File: src/rtl/mini_bus_pkg.sv
// Shared encodings and default widths for the mini CPU bus.
package mini_bus_pkg;

   localparam int unsigned BUS_ADDR_W = 8;
   localparam int unsigned BUS_DATA_W = 8;

   typedef enum logic [1:0] {
      ST_IDLE = 2'd0,
      ST_WAIT = 2'd1,
      ST_RESP = 2'd2
   } state_t;

   typedef enum logic {
      OP_RD = 1'b0,
      OP_WR = 1'b1
   } op_t;

endpackage

File: src/rtl/mini_sp_ram.sv
// Single-port synchronous RAM; read data is registered only when re is set.
module mini_sp_ram #(
   parameter int unsigned AW     = 8,
   parameter int unsigned DATA_W = 8,
   parameter int unsigned DEPTH  = 256
) (
   input  logic              clk,
   input  logic              rst_n,
   input  logic              re,
   input  logic              we,
   input  logic [AW-1:0]     addr,
   input  logic [DATA_W-1:0] din,
   output logic [DATA_W-1:0] dout
);

   logic [DATA_W-1:0] r_mem [DEPTH];
   logic [DATA_W-1:0] r_dout;

   // Array contents survive reset; only the output register clears.
   always_ff @(posedge clk) begin
      if (we) begin
         r_mem[addr] <= din;
      end
   end

   always_ff @(posedge clk) begin
      if (!rst_n) begin
         r_dout <= '0;
      end else if (re) begin
         r_dout <= r_mem[addr];
      end
   end

   assign dout = r_dout;

endmodule

File: src/rtl/mini_mem_responder.sv
// Memory-side responder for the mini CPU bus: captures a strobe, inserts
// WAIT_CYC wait states, then completes with a one-cycle ready pulse.
module mini_mem_responder
   import mini_bus_pkg::*;
#(
   parameter int unsigned ADDR_W   = BUS_ADDR_W,
   parameter int unsigned DATA_W   = BUS_DATA_W,
   parameter int unsigned DEPTH    = 256,
   parameter int unsigned WAIT_CYC = 2
) (
   input  logic              clk,
   input  logic              rst_n,
   input  logic              rd_req,
   input  logic              wr_req,
   input  logic [ADDR_W-1:0] addr,
   input  logic [DATA_W-1:0] wdata,
   output logic [DATA_W-1:0] rdata,
   output logic              ready,
   output logic              busy,
   output logic              err
);

   localparam int unsigned CNT_W  = 4;
   localparam int unsigned RAM_AW = (DEPTH > 1) ? $clog2(DEPTH) : 1;

   state_t              r_state, w_state_nxt;
   logic [CNT_W-1:0]    r_cnt, w_cnt_nxt;
   logic [ADDR_W-1:0]   r_addr;
   logic [DATA_W-1:0]   r_wdata;
   op_t                 r_op;
   logic                r_ready, r_busy, r_err;
   logic                w_ready_nxt, w_busy_nxt, w_err_nxt;
   logic                w_latch, w_re, w_we, w_oob;
   logic [ADDR_W-1:0]   w_addr_mux;
   logic [RAM_AW-1:0]   w_ram_addr;

   // In IDLE the live address feeds the RAM so a zero-wait read lands in RESP.
   assign w_addr_mux = (r_state == ST_IDLE) ? addr : r_addr;
   assign w_oob      = (32'(w_addr_mux) >= DEPTH);
   assign w_ram_addr = RAM_AW'(w_addr_mux);

   always_ff @(posedge clk) begin
      if (!rst_n) begin
         r_state <= ST_IDLE;
         r_cnt   <= '0;
         r_ready <= 1'b0;
         r_busy  <= 1'b0;
         r_err   <= 1'b0;
      end else begin
         r_state <= w_state_nxt;
         r_cnt   <= w_cnt_nxt;
         r_ready <= w_ready_nxt;
         r_busy  <= w_busy_nxt;
         r_err   <= w_err_nxt;
      end
   end

   always_ff @(posedge clk) begin
      if (w_latch) begin
         r_addr  <= addr;
         r_wdata <= wdata;
         r_op    <= wr_req ? OP_WR : OP_RD;
      end
   end

   always_comb begin
      w_state_nxt = r_state;
      w_cnt_nxt   = r_cnt;
      w_latch     = 1'b0;
      w_ready_nxt = 1'b0;
      w_busy_nxt  = 1'b0;
      w_err_nxt   = 1'b0;
      w_re        = 1'b0;
      w_we        = 1'b0;
      unique case (r_state)
         ST_IDLE: begin
            if (rd_req ^ wr_req) begin
               w_latch    = 1'b1;
               w_busy_nxt = 1'b1;
               if (WAIT_CYC == 0) begin
                  w_state_nxt = ST_RESP;
                  w_ready_nxt = 1'b1;
                  w_err_nxt   = w_oob;
                  w_re        = rd_req & ~w_oob;
               end else begin
                  w_state_nxt = ST_WAIT;
                  w_cnt_nxt   = CNT_W'(WAIT_CYC);
               end
            end else if (rd_req & wr_req) begin
               w_err_nxt = 1'b1;
            end
         end
         ST_WAIT: begin
            w_busy_nxt = 1'b1;
            if (r_cnt == CNT_W'(1)) begin
               w_state_nxt = ST_RESP;
               w_cnt_nxt   = '0;
               w_ready_nxt = 1'b1;
               w_err_nxt   = w_oob;
               w_re        = (r_op == OP_RD) & ~w_oob;
            end else begin
               w_cnt_nxt = r_cnt - CNT_W'(1);
            end
         end
         ST_RESP: begin
            w_state_nxt = ST_IDLE;
            w_we        = (r_op == OP_WR) & ~w_oob;
         end
         default: w_state_nxt = ST_IDLE;
      endcase
   end

   // Reset during RESP must drop the pending write.
   mini_sp_ram #(
      .AW     (RAM_AW),
      .DATA_W (DATA_W),
      .DEPTH  (DEPTH)
   ) u_ram (
      .clk   (clk),
      .rst_n (rst_n),
      .re    (w_re),
      .we    (w_we & rst_n),
      .addr  (w_ram_addr),
      .din   (r_wdata),
      .dout  (rdata)
   );

   assign ready = r_ready;
   assign busy  = r_busy;
   assign err   = r_err;

endmodule

File: config.mk
export PLATFORM = sky130hd
export DESIGN_NAME = mini_mem_responder
export DESIGN_NICKNAME = d
export VERILOG_FILES = /design/src/rtl/mini_bus_pkg.sv /design/src/rtl/mini_sp_ram.sv /design/src/rtl/mini_mem_responder.sv
export SDC_FILE = /design/constraint.sdc
export NUM_CORES = 2
export LEC_CHECK = 0
export ABC_AREA = 1
export CORE_MARGIN = 2
export CORE_UTILIZATION = 50
export DETAILED_ROUTE_END_ITERATION = 12
export PLACE_DENSITY = 0.65
export SETUP_SLACK_MARGIN = 0.5
export SLEW_MARGIN = 15
export SYNTH_ARGS = -nofsm -noshare
export SYNTH_HDL_FRONTEND = slang
export SYNTH_SLANG_ARGS = --single-unit
File: constraint.sdc
create_clock -name clk -period 12.26 [get_ports clk]
set_input_delay 2.452 -clock clk [delete_from_list [all_inputs] [get_ports clk]]
set_output_delay 2.452 -clock clk [all_outputs]
set_load 0.005 [all_outputs]
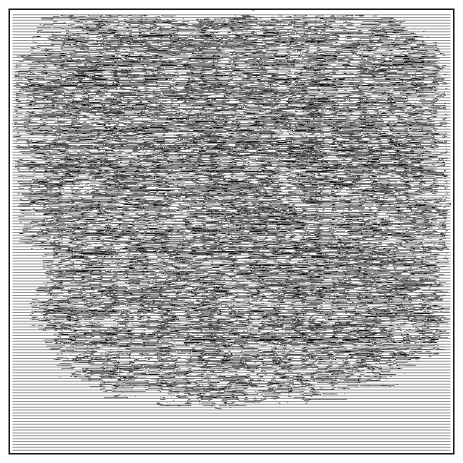
Figure 1: signal wires on met1.
Supply wires on this layer in gray.
share of all routed wire	41%
main direction	horizontal
nets with wire on the layer	7711

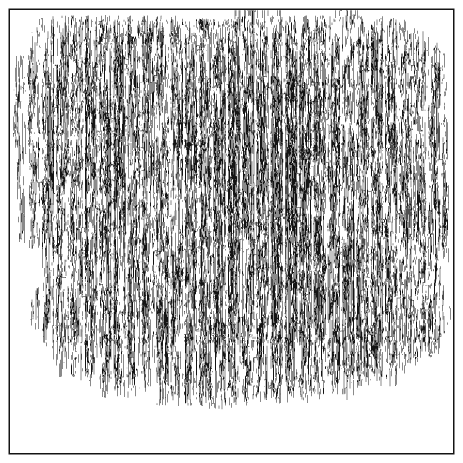
Figure 2: met2 routing.
main direction	vertical
wire length on this layer	111 mm
longest straight run	139 um
nets with wire on the layer	5595

==> changes_impl.md <==
### Physical design

- Register area: 62350 um^2
- Post-route setup TNS: 0 ns
- Horiz. Die Dim: 420.6 um
- Comb gate area: 22380 um^2
- Die Ht: 420.6 um
- Status: finished clean
- M2 GR Usage: 0.4235
- Peak VDD IR: 0.1707 mV
- Final hold violation count: 0
- First-pass GRT wire length: 357100 um
- Top cell category: flip-flops and latches
- Routability cong.: 0.8758
- Most instantiated cells after synthesis: 4666 x nand2_1, 2065 x edfxtp_1, 621 x nor2_1
- H-tree depth: 4
- Delay of the slowest critical-path stage: 0.79 ns
- CTS Root Cell: clkbuf_16
- Startpoint types: input port
- TritonRoute pass-1 iters: 8
- Clk_buf instances: 281
- Asr flop ratio synth: 0
- Top-count cell post-synth: nand2_1
- Logic inverters: 54
- Net count, final: 8252
- Post-Synth Simple-Gate Area: 0.2543
- FP Rows: 152
- Post-CTS sizing: 0
- WL per Instance: 22.43 um
- Hold Path Sink: r_cnt[0]
- Flops: 2082
- Post CTS Setup Buffer Count: 0
- Commonest flop: edfxtp_1
- Largest area contributor in the netlist: edfxtp_1
- Fillers: 14560
- Commonest non-fill, non-tap cells in the layout: 4661 x nand2_1, 2065 x edfxtp_1, 616 x nor2_1
- Worst-Skew Late Latency: 0.86 ns
- Ys cells: 8343
- Final Cell Area: 95580 um^2
- Cell Area, Synth: 86760 um^2
- WP data required: 13.04 ns
- Yosys Chip Area: 86760 um^2
- Hold_sp: r_cnt[0]
- Top Usage Layer GRT: met2
- Static Leak: 37.43 nW
- Placed cell count: 10330
- Logic share of the area: 0.2342
- Fp_density: 0.5047
- Main area contributors: edfxtp_1 71%, nand2_1 20%, nor2_1 2.7%
- Count of cell types in the netlist: 22
- Critical-path top delay cell: buf_4
- Largest net degree at the start of global routing: 185
- Die area: 176900 um^2
- Most numerous logic cell after layout: nand2_1
- Combinational gate count: 5762
- Critical path's top delay family: simple AND/OR/NAND/NOR gates
- GR Layer Usage met3: 0.04755
- Number of synthesized flops with an enable pin: 2065
- Xor+xnor area frac: 0
- Worst-Margin Slew: 1.281 ns
- Instance count on the critical path: 19
- Nonclk buf count: 126
- Max-cap check violation count: 0
- R2R cell count: 20
- Met3 WL: 21780 um
- Fraction of standard cell area that is sequential: 0.6523
- Syn Inst Count: 8343
- DRC violations left: 0
- Area growth, synth to finish: 10.17%
- CP Launch Point: addr[0]
- CP Capture Type: flop
- Crit path cell chain: clkdlybuf4s50_1, nand2_8, nand2_8, buf_12, nor2_4, buf_4, buf_12, nand2_1, nand3_1, nand2_1, nand2_1, nor2_1, nor2_1, nor2_1, nand2_1, nand2_1, nand2_1, nor2_1, nor2_1
- Fmax: 0.1427 GHz
- Final Setup Violations: 0
- DRT met1 WL: 99310 um
- Total power: 17.14 mW
- Flops after synth: 2082
- Clock-cell share: 0.06813
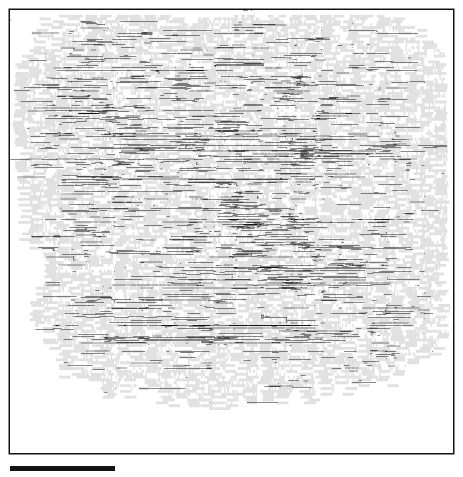
Figure 3: the metal 3 layer.
The bar under the picture is 100 um long.
nets with wire on the layer	500
main direction	horizontal

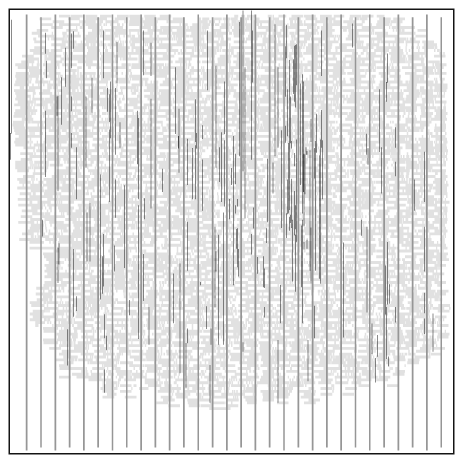
Figure 4: signal wires on met4.
Supply wires on this layer in gray.
longest straight run	152 um
main direction	vertical
share of all routed wire	3.5%
nets with wire on the layer	116
routed vias: 58720
final wirelength: 240300 um

==> through the flow <==
stage | worst slack [ns] | utilization | hold slack [ns]
after floorplan | 7.703 | - | 0.4566
after global placement | 4.469 | 0.5181 | 0.4680
after detailed placement | 4.458 | 0.5181 | 0.4924
after CTS | 5.361 | 0.5559 | 0.5008
after global routing | 5.058 | 0.5559 | 0.5369
final | 5.254 | 0.5560 | 0.5006
==> report_power, final <==
part | leakage [nW] | internal [mW] | switching, mW
logic | 15.6 | 0.685 | 2.34
clock network | 3.17 | 3.48 | 2.68
registers | 18.7 | 7.96 | 0.00995
==> registers in the layout, summed over array words and instances, names as in the netlist <==
signal / cells
busy: 1
u_ram.dout: 8
r_op: 1
r_wdata: 8
r_addr: 8
r_state: 2
u_ram.r_mem: 2048
err: 1
r_cnt: 4
ready: 1
No activity file was given, so power comes from the tool's default toggle rates.
